[config.mk]
export PLATFORM = sky130hd
export DESIGN_NAME = mc_sequencer_flat
export DESIGN_NICKNAME = d
export VERILOG_FILES = /design/src/rtl/mc_sequencer_pkg.sv /design/src/rtl/mc_sequencer_if.sv /design/src/rtl/mc_return_stack.sv /design/src/rtl/mc_sequencer.sv /design/src/flat_wrapper.sv
export SDC_FILE = /design/constraint.sdc
export NUM_CORES = 1
export LEC_CHECK = 0
export CAP_MARGIN = 20
export CORE_MARGIN = 2
export CORE_UTILIZATION = 53
export CTS_BUF_LIST = sky130_fd_sc_hd__clkbuf_4 sky130_fd_sc_hd__clkbuf_8
export DETAILED_ROUTE_END_ITERATION = 7
export PLACE_DENSITY = 0.82
export REMOVE_ABC_BUFFERS = 1
export SETUP_SLACK_MARGIN = 0.02
export SYNTH_ARGS = -nofsm -noshare
export SYNTH_HDL_FRONTEND = slang
export SYNTH_SLANG_ARGS = --single-unit
[constraint.sdc]
create_clock -name clk -period 3 [get_ports clk]
set_input_delay 0.6 -clock clk [delete_from_list [all_inputs] [get_ports clk]]
set_output_delay 0.6 -clock clk [all_outputs]
set_load 0.005 [all_outputs]
[src/rtl/mc_sequencer_pkg.sv]
// Shared types for the 1-bit ICU program sequencer.
package mc_sequencer_pkg;

    localparam int unsigned AW_DEFAULT = 8;

    // ICU opcode set
    typedef enum logic [3:0] {
        NOPO = 4'h0,
        LD   = 4'h1,
        LDC  = 4'h2,
        AND  = 4'h3,
        ANDC = 4'h4,
        OR   = 4'h5,
        ORC  = 4'h6,
        XNOR = 4'h7,
        STO  = 4'h8,
        STOC = 4'h9,
        IEN  = 4'hA,
        OEN  = 4'hB,
        JMP  = 4'hC,
        RTN  = 4'hD,
        SKZ  = 4'hE,
        NOPF = 4'hF
    } instruction_t;

    typedef enum logic [1:0] {
        S_IDLE = 2'd0,
        S_RUN  = 2'd1,
        S_STEP = 2'd2,
        S_HALT = 2'd3
    } seq_state_t;

    typedef enum logic [1:0] {
        HC_NONE = 2'd0,
        HC_NOPO = 2'd1,
        HC_REQ  = 2'd2,
        HC_UNF  = 2'd3
    } halt_cause_t;

    // Opcode shown to the ICU whenever the sequencer is not executing
    localparam instruction_t BUBBLE_OP = NOPO;

endpackage

[src/rtl/mc_sequencer_if.sv]
// Program-memory and ICU bus between the sequencer and its neighbours.
interface mc_sequencer_if #(parameter int unsigned AW = 8);
    import mc_sequencer_pkg::*;

    logic [AW-1:0] prog_addr;
    logic [AW+3:0] prog_data;
    instruction_t  instruction;
    logic [AW-1:0] io_addr;
    logic          icu_rst;
    logic          icu_jmp;
    logic          icu_rtn;
    logic          icu_flag_f;
    logic          icu_flag_o;
    logic          icu_skip;

    modport master (
        output prog_addr, instruction, io_addr, icu_rst,
        input  prog_data, icu_jmp, icu_rtn, icu_flag_f, icu_flag_o, icu_skip
    );

    modport slave (
        input  prog_addr, instruction, io_addr, icu_rst,
        output prog_data, icu_jmp, icu_rtn, icu_flag_f, icu_flag_o, icu_skip
    );
endinterface

[src/rtl/mc_return_stack.sv]
// Hardware LIFO of return addresses; pushes while full are dropped.
module mc_return_stack #(
    parameter int unsigned AW    = 8,
    parameter int unsigned DEPTH = 4
) (
    input  logic                         clk,
    input  logic                         rst,
    input  logic                         push,
    input  logic                         pop,
    input  logic [AW-1:0]                push_data,
    output logic [AW-1:0]                top_data,
    output logic [$clog2(DEPTH+1)-1:0]   sp,
    output logic                         full,
    output logic                         empty
);
    localparam int unsigned SPW = $clog2(DEPTH + 1);
    localparam int unsigned IW  = (DEPTH > 1) ? $clog2(DEPTH) : 1;

    logic [AW-1:0] mem [DEPTH];
    logic [IW-1:0] wr_idx;
    logic [IW-1:0] rd_idx;

    assign full     = (sp == SPW'(DEPTH));
    assign empty    = (sp == '0);
    assign wr_idx   = IW'(sp);
    assign rd_idx   = IW'(sp - 1'b1);
    assign top_data = empty ? '0 : mem[rd_idx];

    // Stack pointer: reset empties the stack
    always_ff @(posedge clk) begin
        if (!rst) begin
            sp <= '0;
        end else if (push && !full) begin
            sp <= sp + 1'b1;
        end else if (pop && !empty) begin
            sp <= sp - 1'b1;
        end
    end

    // Entry storage, written only by an accepted push
    always_ff @(posedge clk) begin
        if (rst && push && !full) begin
            mem[wr_idx] <= push_data;
        end
    end
endmodule

[src/rtl/mc_sequencer.sv]
// Program sequencer for the 1-bit ICU: PC, fetch, call/return and host run control.
module mc_sequencer
    import mc_sequencer_pkg::*;
#(
    parameter int unsigned AW    = AW_DEFAULT,
    parameter int unsigned DEPTH = 4
) (
    input  logic                        clk,
    input  logic                        rst,
    input  logic                        start,
    input  logic                        step,
    input  logic                        halt_req,
    mc_sequencer_if.master              bus,
    output logic                        running,
    output logic                        halted,
    output logic [1:0]                  halt_cause,
    output logic                        stack_ovf,
    output logic [$clog2(DEPTH+1)-1:0]  sp
);
    seq_state_t   state_q, state_d;
    logic [AW-1:0] pc_q, pc_d;
    logic          call_q, call_d;
    halt_cause_t   cause_q, cause_d;
    halt_cause_t   stop_cause;
    logic          ovf_set;

    logic          push, pop;
    logic          stk_full, stk_empty;
    logic [AW-1:0] stk_top;

    instruction_t  opcode;
    logic [AW-1:0] operand;
    logic [AW-1:0] pc_inc;
    logic          exec_active;
    logic          decode_ok;

    assign opcode      = instruction_t'(bus.prog_data[AW+3:AW]);
    assign operand     = bus.prog_data[AW-1:0];
    assign pc_inc      = pc_q + 1'b1;
    assign exec_active = (state_q == S_RUN) || (state_q == S_STEP);
    // ICU decodes describe the word at the current PC; skipped words carry no effect
    assign decode_ok   = exec_active && !bus.icu_skip;

    mc_return_stack #(
        .AW    (AW),
        .DEPTH (DEPTH)
    ) u_stack (
        .clk       (clk),
        .rst       (rst),
        .push      (push),
        .pop       (pop),
        .push_data (pc_inc),
        .top_data  (stk_top),
        .sp        (sp),
        .full      (stk_full),
        .empty     (stk_empty)
    );

    // State, PC and sticky status registers
    always_ff @(posedge clk) begin
        if (!rst) begin
            state_q   <= S_IDLE;
            pc_q      <= '0;
            call_q    <= 1'b0;
            cause_q   <= HC_NONE;
            stack_ovf <= 1'b0;
        end else begin
            state_q   <= state_d;
            pc_q      <= pc_d;
            call_q    <= call_d;
            cause_q   <= cause_d;
            stack_ovf <= stack_ovf | ovf_set;
        end
    end

    // Next-state, PC update and stack control
    always_comb begin
        state_d    = state_q;
        pc_d       = pc_q;
        call_d     = call_q;
        cause_d    = cause_q;
        stop_cause = HC_NONE;
        push       = 1'b0;
        pop        = 1'b0;
        ovf_set    = 1'b0;

        case (state_q)
            S_IDLE: begin
                if (start) begin
                    state_d = S_RUN;
                end else if (step) begin
                    state_d = S_STEP;
                end
            end

            S_RUN, S_STEP: begin
                pc_d = pc_inc;
                if (decode_ok) begin
                    if (bus.icu_jmp) begin
                        if (call_q) begin
                            if (stk_full) begin
                                ovf_set = 1'b1;
                            end else begin
                                push = 1'b1;
                            end
                        end
                        pc_d   = operand;
                        call_d = 1'b0;
                    end else if (bus.icu_rtn) begin
                        call_d = 1'b0;
                        if (!stk_empty) begin
                            pop  = 1'b1;
                            pc_d = stk_top;
                        end else begin
                            stop_cause = HC_UNF;
                        end
                    end else if (bus.icu_flag_f) begin
                        call_d = 1'b1;
                    end else if (bus.icu_flag_o) begin
                        stop_cause = HC_NOPO;
                    end
                end

                // Program-caused stops take precedence over a host halt request
                if (stop_cause != HC_NONE) begin
                    state_d = S_HALT;
                    cause_d = stop_cause;
                end else if (halt_req) begin
                    state_d = S_HALT;
                    cause_d = HC_REQ;
                end else if (state_q == S_STEP) begin
                    state_d = S_IDLE;
                end
            end

            S_HALT: begin
                // Underflow is fatal until reset
                if (cause_q != HC_UNF) begin
                    if (start) begin
                        state_d = S_RUN;
                        cause_d = HC_NONE;
                    end else if (step) begin
                        state_d = S_STEP;
                        cause_d = HC_NONE;
                    end
                end
            end

            default: state_d = S_IDLE;
        endcase
    end

    assign bus.prog_addr   = pc_q;
    assign bus.io_addr     = operand;
    assign bus.icu_rst     = ~rst;
    assign bus.instruction = exec_active ? opcode : BUBBLE_OP;

    assign running    = exec_active;
    assign halted     = (state_q == S_HALT);
    assign halt_cause = cause_q;
endmodule

[src/flat_wrapper.sv]
// flat-port wrapper written by rule: the top's interface ports become plain ports
module mc_sequencer_flat import mc_sequencer_pkg::*;
#(
    parameter int unsigned AW    = AW_DEFAULT,
    parameter int unsigned DEPTH = 4
)
  (clk, rst, start, step, halt_req, running, halted, halt_cause, stack_ovf, sp, bus_prog_addr, bus_instruction, bus_io_addr, bus_icu_rst, bus_prog_data, bus_icu_jmp, bus_icu_rtn, bus_icu_flag_f, bus_icu_flag_o, bus_icu_skip);
  mc_sequencer_if #(.AW(AW)) bus_i ();
  input  logic clk;
  input  logic rst;
  input  logic start;
  input  logic step;
  input  logic halt_req;
  output logic running;
  output logic halted;
  output logic [1:0] halt_cause;
  output logic stack_ovf;
  output logic [$clog2(DEPTH+1)-1:0] sp;
  output wire logic [$bits(bus_i.prog_addr)-1:0] bus_prog_addr;
  output wire logic [$bits(bus_i.instruction)-1:0] bus_instruction;
  output wire logic [$bits(bus_i.io_addr)-1:0] bus_io_addr;
  output wire logic [$bits(bus_i.icu_rst)-1:0] bus_icu_rst;
  input wire logic [$bits(bus_i.prog_data)-1:0] bus_prog_data;
  input wire logic [$bits(bus_i.icu_jmp)-1:0] bus_icu_jmp;
  input wire logic [$bits(bus_i.icu_rtn)-1:0] bus_icu_rtn;
  input wire logic [$bits(bus_i.icu_flag_f)-1:0] bus_icu_flag_f;
  input wire logic [$bits(bus_i.icu_flag_o)-1:0] bus_icu_flag_o;
  input wire logic [$bits(bus_i.icu_skip)-1:0] bus_icu_skip;
  assign bus_prog_addr = bus_i.prog_addr;
  assign bus_instruction = bus_i.instruction;
  assign bus_io_addr = bus_i.io_addr;
  assign bus_icu_rst = bus_i.icu_rst;
  assign bus_i.prog_data = bus_prog_data;
  assign bus_i.icu_jmp = bus_icu_jmp;
  assign bus_i.icu_rtn = bus_icu_rtn;
  assign bus_i.icu_flag_f = bus_icu_flag_f;
  assign bus_i.icu_flag_o = bus_icu_flag_o;
  assign bus_i.icu_skip = bus_icu_skip;
  mc_sequencer #(.AW(AW), .DEPTH(DEPTH)) u_core (.clk(clk), .rst(rst), .start(start), .step(step), .halt_req(halt_req), .bus(bus_i), .running(running), .halted(halted), .halt_cause(halt_cause), .stack_ovf(stack_ovf), .sp(sp));
endmodule
==> out/results.ini <==
[cts]
clockRootBuffer = clkbuf_8
cts.sinks = 49
post-cts-setup-buffers = 0
cts_made_buffers = 5
cts_tree = built
path_clk_slew_ns = 0.10

[global_route]
track_usage = 0.194
grt_max_degree = 21
antenna_found_initial = 0
grt_pass1_wl_mm = 7.77
grt_pass1_vias = 1608
overflow = 0

[final_timing]
hold_slack_ns = 0.499
fin_ws_ns = 0.494
fin_worst_skew_ns = 0.00878
post-route-period-util = 0.835
fin_crit_ns = 2.51
setup_violations = 0
relSlewSlack = 0.678
rsz0062_at_grt = false
hold_viol_final = 0

[synth]
edf_count = 32
top_cell = edfxtp_1
synth.distinct_cells = 48
topCellsByArea = edfxtp_1 (39%), dfxtp_1 (14%), ha_1 (4.6%), mux4_2 (4.6%), mux4_1 (3.2%)
largest_area_cell = edfxtp_1
async_flop_share = 0
yosysTopAreaCellShare = 0.393
syn_inst = 200
yosys_area_um2 = 2450
ys_warn_count = 0

[run]
cap_violations = 0
tool_warnings = 31

[layout]
final_util = 0.680
final_area_um2 = 3000
area_growth_pct = 22.7
mostFrequentLayoutCell = clkdlybuf4s50_1
final_cell_mix = clkdlybuf4s50_1 (50), edfxtp_1 (32), dfxtp_1 (17)

[setup_path]
crit_arrival_ns = 1.91
cp_slowest_stage_delay_ns = 0.50
worstSetupPathType = flip-flop to output pin
cp_max_fo = 13
path_depth = 4
rr_worst_depth = 7
critPathBufInv = 2
cp-start-kind = flip-flop
crit_chain = inv_1 -> ha_1 -> and2_1 -> clkdlybuf4s50_1

[floorplan]
die.size.y_um = 72.0
io-pin-count = 51
fp_util = 0.554
die_x_um = 72.0

[drt]
dr_total_vias = 1711
ant_nets = 0
routed_wl_mm = 4.87
via_per_inst = 5.80
drt_first_pass_iters = 4
drt_iter0_drc = 142
drc = 0
wl_per_cell_um = 16.5

[power]
p_leak_nw = 1.05
power_w = 0.00211
powerDensity_nw_per_um2 = 701

[run_status]
status = completed

[placement]
dp_hpwl_mm = 3.68
placed_area_um2 = 2910
port_buffers = 50
gp_congestion = 0.815

[min_path]
hp-class = flip-flop to flip-flop

-- layer usage --
metal	vias up	GRT usage	part of all wire	wire, um
met5	-	0	0	0
met4	0	0.0503	0.0033	16
met3	2	0.0347	0.049	238
met2	57	0.314	0.47	2280
met1	828	0.275	0.48	2330
li1	824	-	-	-
-- report_power, final --
part / switching, W / internal, W / total [W]
Combinational: 0.000388 / 0.000384 / 0.000772
Sequential: 0.0000773 / 0.000854 / 0.000931
Clock: 0.000232 / 0.000170 / 0.000402
-- worst paths after layout --
kind                                   startpoint                      end  slack [ns]
worst min-delay path             u_core.stack_ovf         u_core.stack_ovf        0.50
worst max-delay path            u_core.state_q[0]       bus_instruction[3]        0.49
worst min register to register   u_core.stack_ovf         u_core.stack_ovf        0.50
worst max register to register  u_core.state_q[0]  u_core.bus.prog_addr[2]        0.84
-- cell type report --
class	count	area, um^2
fillers	330	1410
flip-flops and latches	49	1300
multi-input cells	126	993
repair buffers	53	523
clock buffers	5	68.8
well taps	52	65.1
inverters	7	26.3
clock inverters	3	25.0
-- cells by family (layout without fill, tap and decap cells) --
logic type | count (synthesis) | in the layout | synth area share
simple gates | 52 | 52 | 0.115
flops | 49 | 49 | 0.532
compound gates | 48 | 48 | 0.134
buf+inv | 25 | 68 | 0.0624
fa+ha+maj | 9 | 9 | 0.0460
mux | 9 | 9 | 0.0823
xor+xnor | 8 | 8 | 0.0286
-- state kept, by name, indices dropped and copies added, names as in the netlist --
| signal | count |
|---|---|
| u_core.u_stack.mem | 32 |
| u_core.u_stack.sp | 3 |
| u_core.stack_ovf | 1 |
| u_core.halt_cause | 2 |
| u_core.state_q | 2 |
| u_core.call_q | 1 |
| u_core.bus.prog_addr | 8 |
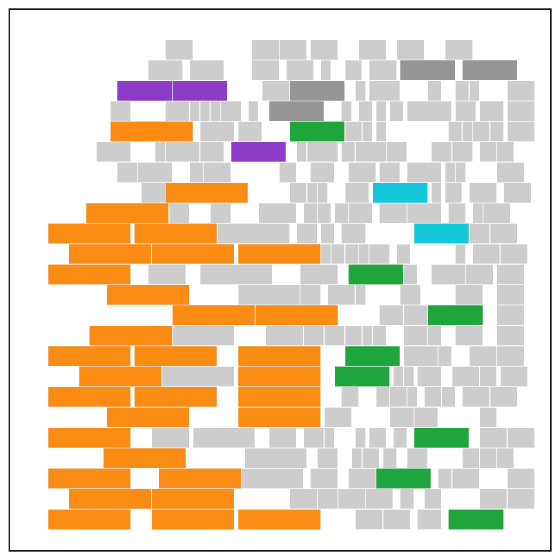
Fig. 1. Where the registers sit.
Other sequential cells in the stronger gray, the rest of the logic in the fainter gray.
`u_core.bus.prog_addr` -> green  # flops 8
`u_core.u_stack.mem` -> orange  # flops 32
`u_core.state_q` -> cyan  # flops 2
`u_core.u_stack.sp` -> purple  # flops 3
not colored = 4

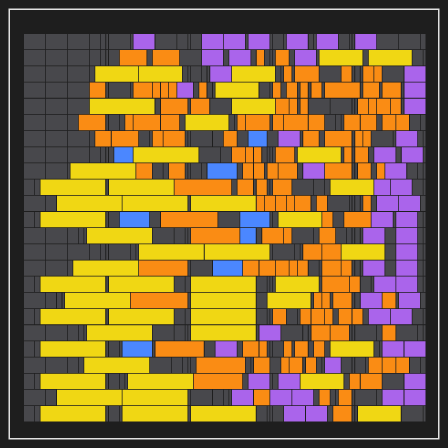
Fig. 2. Cell classes on the final placement.
Fill, decap, tap and diode cells in gray.
other buffers and delay cells -> purple  # cells 53
clock drivers and dummy loads -> blue  # cells 8
flip-flops -> yellow  # cells 49
all other logic -> orange  # cells 133

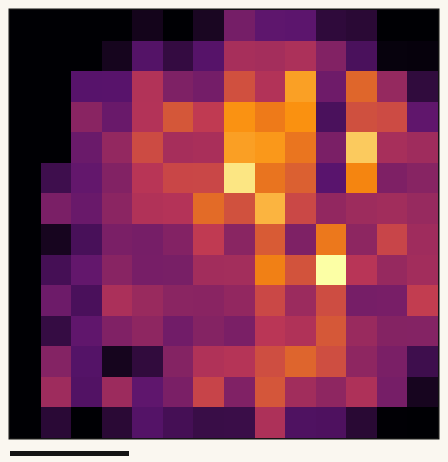
Fig. 3. Wiring heat map.
Bar = 20 um. 14 x 14 tiles, from black (low) to pale yellow (high), scaled to the fullest tile. Values are wire area over tile area, all layers added.
fullest tile = 0.43
mean over tiles = 0.15
tiles over half the peak = 21%

